**config.mk**
```make
export PLATFORM = sky130hd
export DESIGN_NAME = tremolo_modulator
export DESIGN_NICKNAME = d
export VERILOG_FILES = /design/src/rtl/tremolo_modulator_pkg.sv /design/src/rtl/tremolo_modulator_sat_mult_shift.sv /design/src/rtl/tremolo_modulator.sv
export SDC_FILE = /design/constraint.sdc
export NUM_CORES = 1
export LEC_CHECK = 0
export ABC_CLOCK_PERIOD_IN_PS = 5600
export CAP_MARGIN = 30
export CORE_ASPECT_RATIO = 0.9
export CORE_MARGIN = 1
export CORE_UTILIZATION = 25
export DETAILED_ROUTE_END_ITERATION = 10
export HOLD_SLACK_MARGIN = 0.05
export PLACE_DENSITY = 0.41
export SLEW_MARGIN = 15
export SYNTH_ARGS = -nofsm -noshare
export SYNTH_HDL_FRONTEND = slang
export SYNTH_SLANG_ARGS = --single-unit
```
**constraint.sdc**
```tcl
create_clock -name CLK -period 5.6 [get_ports CLK]
set_input_delay 0.84 -clock CLK [delete_from_list [all_inputs] [get_ports CLK]]
set_output_delay 0.84 -clock CLK [all_outputs]
set_load 0.005 [all_outputs]
```
**src/rtl/tremolo_modulator_pkg.sv**
```systemverilog
// ----------------------------------------------------------------------------
// tremolo_modulator_pkg
//   Shared constants and types for the tremolo modulator.
//   LFO_MAX_DEFAULT : full-scale LFO value (gain of 1000/1024)
//   GAIN_SHIFT      : right shift applied to sample * gain
//   sample_t        : default signed audio sample type
// ----------------------------------------------------------------------------
package tremolo_modulator_pkg;

   localparam int unsigned LFO_MAX_DEFAULT = 1000;
   localparam int unsigned GAIN_SHIFT      = 10;
   localparam int unsigned SAMPLE_W        = 16;

   typedef logic signed [SAMPLE_W-1:0] sample_t;

endpackage

```
**src/rtl/tremolo_modulator_sat_mult_shift.sv**
```systemverilog
// ----------------------------------------------------------------------------
// sat_mult_shift
//   Combinational signed sample * unsigned gain, arithmetic shift right by
//   GAIN_SHIFT (floor toward minus infinity), saturated to DATA_W signed.
//   Ports:
//     sample : signed audio sample, DATA_W bits
//     gain   : unsigned gain, LFO_W bits
//     result : saturated, shifted product, DATA_W bits
// ----------------------------------------------------------------------------
module sat_mult_shift
   import tremolo_modulator_pkg::*;
#(
   parameter int unsigned DATA_W = 16,
   parameter int unsigned LFO_W  = 11
) (
   input  logic signed [DATA_W-1:0] sample,
   input  logic        [LFO_W-1:0]  gain,
   output logic signed [DATA_W-1:0] result
);

   localparam int unsigned PROD_W = DATA_W + LFO_W + 1;

   logic signed [PROD_W-1:0] sample_ext;
   logic signed [PROD_W-1:0] gain_ext;
   logic signed [PROD_W-1:0] product;
   logic signed [PROD_W-1:0] shifted;
   logic signed [PROD_W-1:0] sat_max;
   logic signed [PROD_W-1:0] sat_min;

   always_comb begin
      sample_ext = {{(LFO_W + 1){sample[DATA_W-1]}}, sample};
      // Gain is unsigned: zero-extend so the signed multiply treats it as positive.
      gain_ext   = {{(DATA_W + 1){1'b0}}, gain};
      product    = sample_ext * gain_ext;
      shifted    = product >>> GAIN_SHIFT;

      sat_max                = '0;
      sat_max[DATA_W-2:0]    = '1;
      sat_min                = '1;
      sat_min[DATA_W-2:0]    = '0;

      if (shifted > sat_max) begin
         result = sat_max[DATA_W-1:0];
      end else if (shifted < sat_min) begin
         result = sat_min[DATA_W-1:0];
      end else begin
         result = shifted[DATA_W-1:0];
      end
   end

endmodule

```
**src/rtl/tremolo_modulator.sv**
```systemverilog
// ----------------------------------------------------------------------------
// tremolo_modulator
//   Two-stage valid/ready pipeline applying an LFO-driven gain to audio.
//   S1 registers sample, clamped gain and bypass; S2 registers the result.
//   Ports:
//     CLK, RESET_N          : clock, asynchronous active-low reset
//     lfo_val, bypass       : modulation controls, sampled with in_sample
//     in_sample/valid/ready : input stream handshake
//     out_sample/valid/ready: output stream handshake
// ----------------------------------------------------------------------------
module tremolo_modulator
   import tremolo_modulator_pkg::*;
#(
   parameter int unsigned DATA_W  = 16,
   parameter int unsigned LFO_W   = 11,
   parameter int unsigned LFO_MAX = LFO_MAX_DEFAULT
) (
   input  logic                     CLK,
   input  logic                     RESET_N,
   input  logic        [LFO_W-1:0]  lfo_val,
   input  logic                     bypass,
   input  logic signed [DATA_W-1:0] in_sample,
   input  logic                     in_valid,
   output logic                     in_ready,
   output logic signed [DATA_W-1:0] out_sample,
   output logic                     out_valid,
   input  logic                     out_ready
);

   // Only used when lfo_val exceeds LFO_MAX, so truncation here is harmless.
   localparam logic [LFO_W-1:0] GAIN_MAX = LFO_W'(LFO_MAX);

   logic                     s1_valid_q,  s1_valid_d;
   logic signed [DATA_W-1:0] s1_sample_q, s1_sample_d;
   logic        [LFO_W-1:0]  s1_gain_q,   s1_gain_d;
   logic                     s1_bypass_q, s1_bypass_d;
   logic                     s2_valid_q,  s2_valid_d;
   logic signed [DATA_W-1:0] s2_sample_q, s2_sample_d;

   logic                     s2_adv;
   logic                     in_xfer;
   logic        [LFO_W-1:0]  gain_clamped;
   logic signed [DATA_W-1:0] mult_result;

   sat_mult_shift #(
      .DATA_W (DATA_W),
      .LFO_W  (LFO_W)
   ) u_sat_mult_shift (
      .sample (s1_sample_q),
      .gain   (s1_gain_q),
      .result (mult_result)
   );

   always_comb begin
      s2_adv       = !s2_valid_q || out_ready;
      // RESET_N gating keeps in_ready low while reset is held.
      in_ready     = RESET_N && (!s1_valid_q || s2_adv);
      in_xfer      = in_valid && in_ready;
      gain_clamped = (32'(lfo_val) > LFO_MAX) ? GAIN_MAX : lfo_val;

      s1_valid_d  = s1_valid_q;
      s1_sample_d = s1_sample_q;
      s1_gain_d   = s1_gain_q;
      s1_bypass_d = s1_bypass_q;
      s2_valid_d  = s2_valid_q;
      s2_sample_d = s2_sample_q;

      // S1 empties or refills whenever it may accept a new sample.
      if (in_ready) begin
         s1_valid_d = in_valid;
      end
      if (in_xfer) begin
         s1_sample_d = in_sample;
         s1_gain_d   = gain_clamped;
         s1_bypass_d = bypass;
      end

      if (s2_adv) begin
         s2_valid_d = s1_valid_q;
         if (s1_valid_q) begin
            s2_sample_d = s1_bypass_q ? s1_sample_q : mult_result;
         end
      end
   end

   always_ff @(posedge CLK or negedge RESET_N) begin
      if (!RESET_N) begin
         s1_valid_q  <= 1'b0;
         s1_sample_q <= '0;
         s1_gain_q   <= '0;
         s1_bypass_q <= 1'b0;
         s2_valid_q  <= 1'b0;
         s2_sample_q <= '0;
      end else begin
         s1_valid_q  <= s1_valid_d;
         s1_sample_q <= s1_sample_d;
         s1_gain_q   <= s1_gain_d;
         s1_bypass_q <= s1_bypass_d;
         s2_valid_q  <= s2_valid_d;
         s2_sample_q <= s2_sample_d;
      end
   end

   assign out_valid  = s2_valid_q;
   assign out_sample = s2_sample_q;

endmodule

```
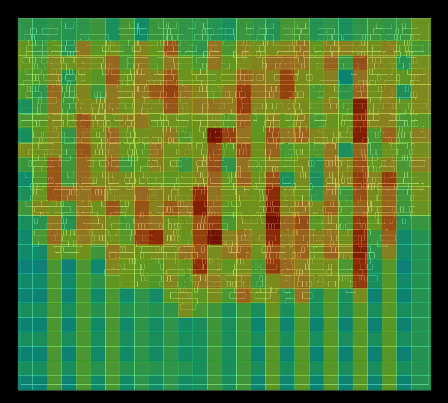
(routing congestion)
Layout Utilization: 33.76%
met1 GRT Util: 20.83%
total track usage: 15.29%
most used routing layer: met2
met3 Track Usage GR: 0.8787%

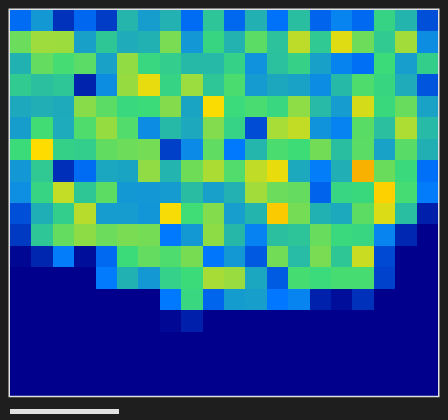
(placement density heat map)
The bar under the picture is 50 um long. The die is cut into 20 by 18 equal tiles; dark blue is low, red is high, 0 to 100% covered.
nearly empty tiles: 28%
emptiest ninth of the die: lower left
tiles over 75% full: 0.80%
fullest tile: 80%
Core ar.: 33110 um2
pre-placement core utilization: 25.49%

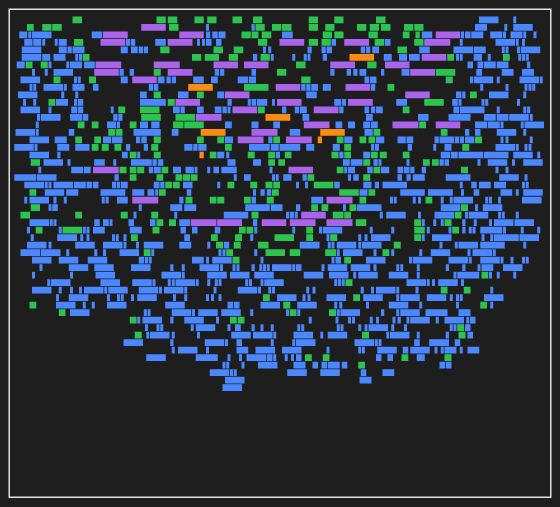
(placed cells, one colour a class)
| class | colour | cells |
|---|---|---|
| clock drivers and dummy loads | orange | 7 |
| flops | purple | 46 |
| all other logic | blue | 851 |
| other buffers and delay cells | green | 220 |
Seq/total area: 10.47%
Cell Rows: 63
Design Area, Final: 11180 um2

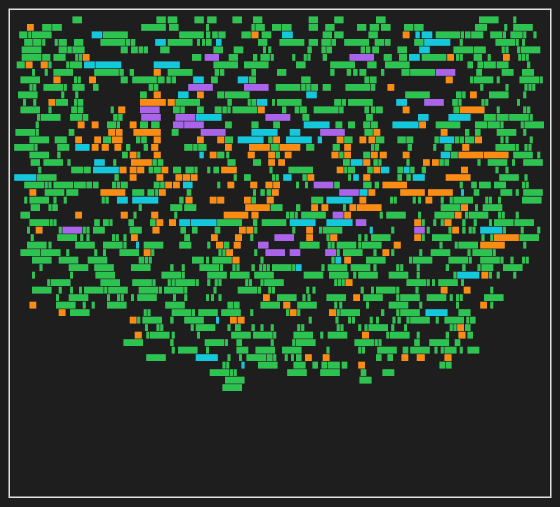
(cell sizes after repair)
| size | colour | cells | share | most used |
|---|---|---|---|---|
| drive 1 or less | green | 866 | 77% | inv_1 |
| drive 2 | cyan | 61 | 5.4% | mux2_2 |
| drive 3 to 4 | orange | 172 | 15% | buf_4 |
| drive 6 and up | purple | 25 | 2.2% | buf_12 |
P&R area growth vs syn: 32.44%
final setup margin: -0.1776 ns

==> deck_impl_summary.md <==
Run Summary

Floorplanning
  – Chip area: 34490 um2
  – Die Y: 176.3 um
  – Io pins: 50
  – Die X: 195.7 um

Global route
  – Global route total overflow: 0
  – Vias in the first global route: around 7300
  – Pin count of the biggest net entering global routing: 47
  – Initial antenna violation count: 0
  – First-pass GRT wire length: 40770 um

Clocking
  – Worst skew pair latency: 0.29 ns
  – Clk sink count: around 46
  – Worst-path clk slew: 0.06 ns
  – CTS Buffer Depth: 2
  – Hold_buf cts: 0
  – Number of CTS-inserted buffers: 5
  – CTS root buffer: clkbuf_16
  – Htree depth: 2
  – TritonCTS clock tree: done

Final timing
  – Max_slew headroom: 50.66%
  – Final setup viols: 16
  – Slew @ Worst Pin: 0.7402 ns
  – Final setup skew: 0.006157 ns
  – RSZ-0062 raised after global routing: true
  – Tcrit/Tclk final: 103.2%
  – Fin. Hold Viols: 0
  – Final setup margin: -0.1776 ns
  – Final Critical Period: 5.778 ns
  – Hold slack final: 0.5416 ns
  – Fmax: 173.1 MHz
  – Slew Limit Fails: 0

Synth
  – Synth Instances: between 900 and 1000
  – Max-area cell share: 37.96%
  – Yosys warning tally: 0
  – Yosys Instances: 945
  – Async SR Flop Fraction: 100.0%
  – Syn Nets: 1195
  – Synthesized area per cell: ~9 um2
  – Synth top cell by count: inv_1
  – Synthesized area: 8438 um2
  – Dominant register cell: dfrtp_1
  – Yosys top cell by area: fa_1
  – Register share after synthesis: 13.64%
  – EDFF count, synth: 0
  – Post-synth cell types: around 48
  – Ys flops: 46
  – Synth top cells by count: 230 x inv_1, 160 x fa_1, 143 x nand2_1, 58 x ha_1, 49 x and2_1
  – Largest cells by area: fa_1 38%, dfrtp_1 14%, inv_1 10%
  – Chip Area, Yosys: 8438 um2

Critical path
  – Critical path origin: s1_gain_q[8]
  – R2r endpoint: out_sample[11]
  – Setup crit end kind: flip-flop
  – CP Cell Sequence: buf_6 -> and2_4 -> fa_1 -> inv_1 -> fa_1 -> inv_1 -> fa_2 -> fa_1 -> inv_1 -> fa_1 -> inv_1 -> ha_4 -> a211oi_2 -> nor3_1 -> nor2_2 -> a31oi_4 -> o21ba_4 -> or4_4 -> a311oi_4 -> buf_4 -> clkbuf_16 -> a21oi_1
  – CP Capture Point: out_sample[11]
  – Critical Path Max Stage Delay: 0.53 ns
  – Stages on the worst setup path: 22
  – Type of the worst setup path: reg -> reg
  – Setup slack, reg-to-reg: -0.18 ns
  – CP arrival: 5.95 ns
  – Cell family with most CP delay: adder cells
  – Cell with the largest stage delay on the worst path: fa_1
  – Reg2reg start: s1_gain_q[8]
  – WP buf/inv: 7
  – Path depth of the worst reg2reg path: 22
  – Required time worst endpoint: 5.77 ns
  – CP max FO: 7
  – Setup crit start kind: flip-flop

Route
  – Final ANT Viol Nets: 0
  – Initial DRC Count: 230
  – Vias per cell: 4.353
  – Via count: 6730
  – DRT Wirelength: around 25000 um
  – Number of remaining DRC errors: 0
  – DR WL/cell: 16.31 um
  – Iteration tally of the first detailed-router pass: 4

Hold path
  – Hold depth: 2
  – Hold Path Sink: out_valid
  – Min-delay src: s1_valid_q
  – Min-delay worst type: reg -> reg

Cells and area
  – Share of cells above drive strength 1: a little under a quarter
  – Fill cells: 3511
  – Final Non-Filler Cells: about 1500
  – N_diodes: 0
  – Layout Nets: between 1000 and 1500

Place
  – Dpl cells: 1518
  – GPL Wtd Cong: 0.8565
  – Port bufs: approximately 50
  – Setup Slack @ Placement: -0.5830 ns
  – DP Area: 10560 um2
  – Hpwl dp: 21360 um

Run
  – OpenROAD warnings: 29
  – Max-Cap Viols: 0

Status
  – Failing checks: setup timing
  – Status: complete, but fails checks
[cell usage in the layout (no fill, tap or decap), drive strengths merged, types with 5 or more instances in the layout]
| cell type | count |
|---|---|
| dfrtp | 46 |
| ha | 58 |
| a21oi | 33 |
| nand4 | 5 |
| and2 | 49 |
| nand3b | 15 |
| clkdlybuf4s50 | 48 |
| clkbuf | 7 |
| o31ai | 14 |
| xor2 | 5 |
| nand2 | 143 |
| nand3 | 5 |
| nor2 | 15 |
| buf | 170 |
| mux2 | 18 |
| o21ai | 33 |
| xnor2 | 17 |
| inv | 230 |
| fa | 160 |
| nor3 | 10 |
[worst register-to-register path: stages (launching register included)]
cell and delay, ns:
dfrtp_1 0.40, buf_6 0.15, and2_4 0.14, fa_1 0.52, inv_1 0.05, fa_1 0.47
inv_1 0.06, fa_2 0.47, fa_1 0.52, inv_1 0.07, fa_1 0.53, inv_1 0.06
ha_4 0.26, a211oi_2 0.17, nor3_1 0.08, nor2_2 0.22, a31oi_4 0.14, o21ba_4 0.22
or4_4 0.50, a311oi_4 0.24, buf_4 0.18, clkbuf_16 0.14, a21oi_1 0.06
[layout make-up]
| cell class | instances | area (um2) | share of cell area, % |
|---|---|---|---|
| clock buffers | 5 | 125.1 | 1.120 |
| inverters | 230 | 863.3 | 7.725 |
| well taps | 422 | 528.0 | 4.725 |
| clock inverters | 2 | 10.01 | 0.08957 |
| multi-input cells | 621 | 6521 | 58.35 |
| flip-flops and latches | 46 | 1170 | 10.47 |
| repair buffers | 220 | 1958 | 17.52 |
[state kept, by name (all words and copies together) (netlist names)]
register     cells
out_sample      16
s1_sample_q     16
s1_gain_q       11
out_valid        1
s1_bypass_q      1
s1_valid_q       1
[metrics by stage]
| step | setup TNS [ns] |
|---|---|
| after floorplan | 0 |
| after global routing | -6.422 |
| final | -2.455 |
| after detailed placement | -9.037 |
| after CTS | -4.498 |
| after global placement | -8.191 |
[layer usage]
layer | track usage (%) | vias up | routed length, um
met5 | 0 | - | 0
met4 | 2.767 | 0 | 526
met3 | 0.8787 | 27 | 445
met2 | 26.98 | 84 | 12680
met1 | 20.83 | 3398 | 11570
li1 | - | 3221 | -
[logic make-up (layout without fill, tap and decap cells)]
group,Yosys count,in the layout,synth area share [%]
AND-OR/OR-AND,110,110,8.363
XOR/XNOR,22,22,2.372
AND/OR/NAND/NOR,253,253,14.19
adder cells (fa/ha/maj),218,218,46.56
multiplexers,18,18,2.402
buffers and inverters,278,457,12.47
flip-flops,46,46,13.64
[what timing repair did]
item / 4_1_cts / 5_1_grt
cloned: 0 / 1
pin swaps: 2 / 36
gates resized: 28 / 41
setup buffers: 4 / 17
endpoints found under the setup margin: 16 / 16
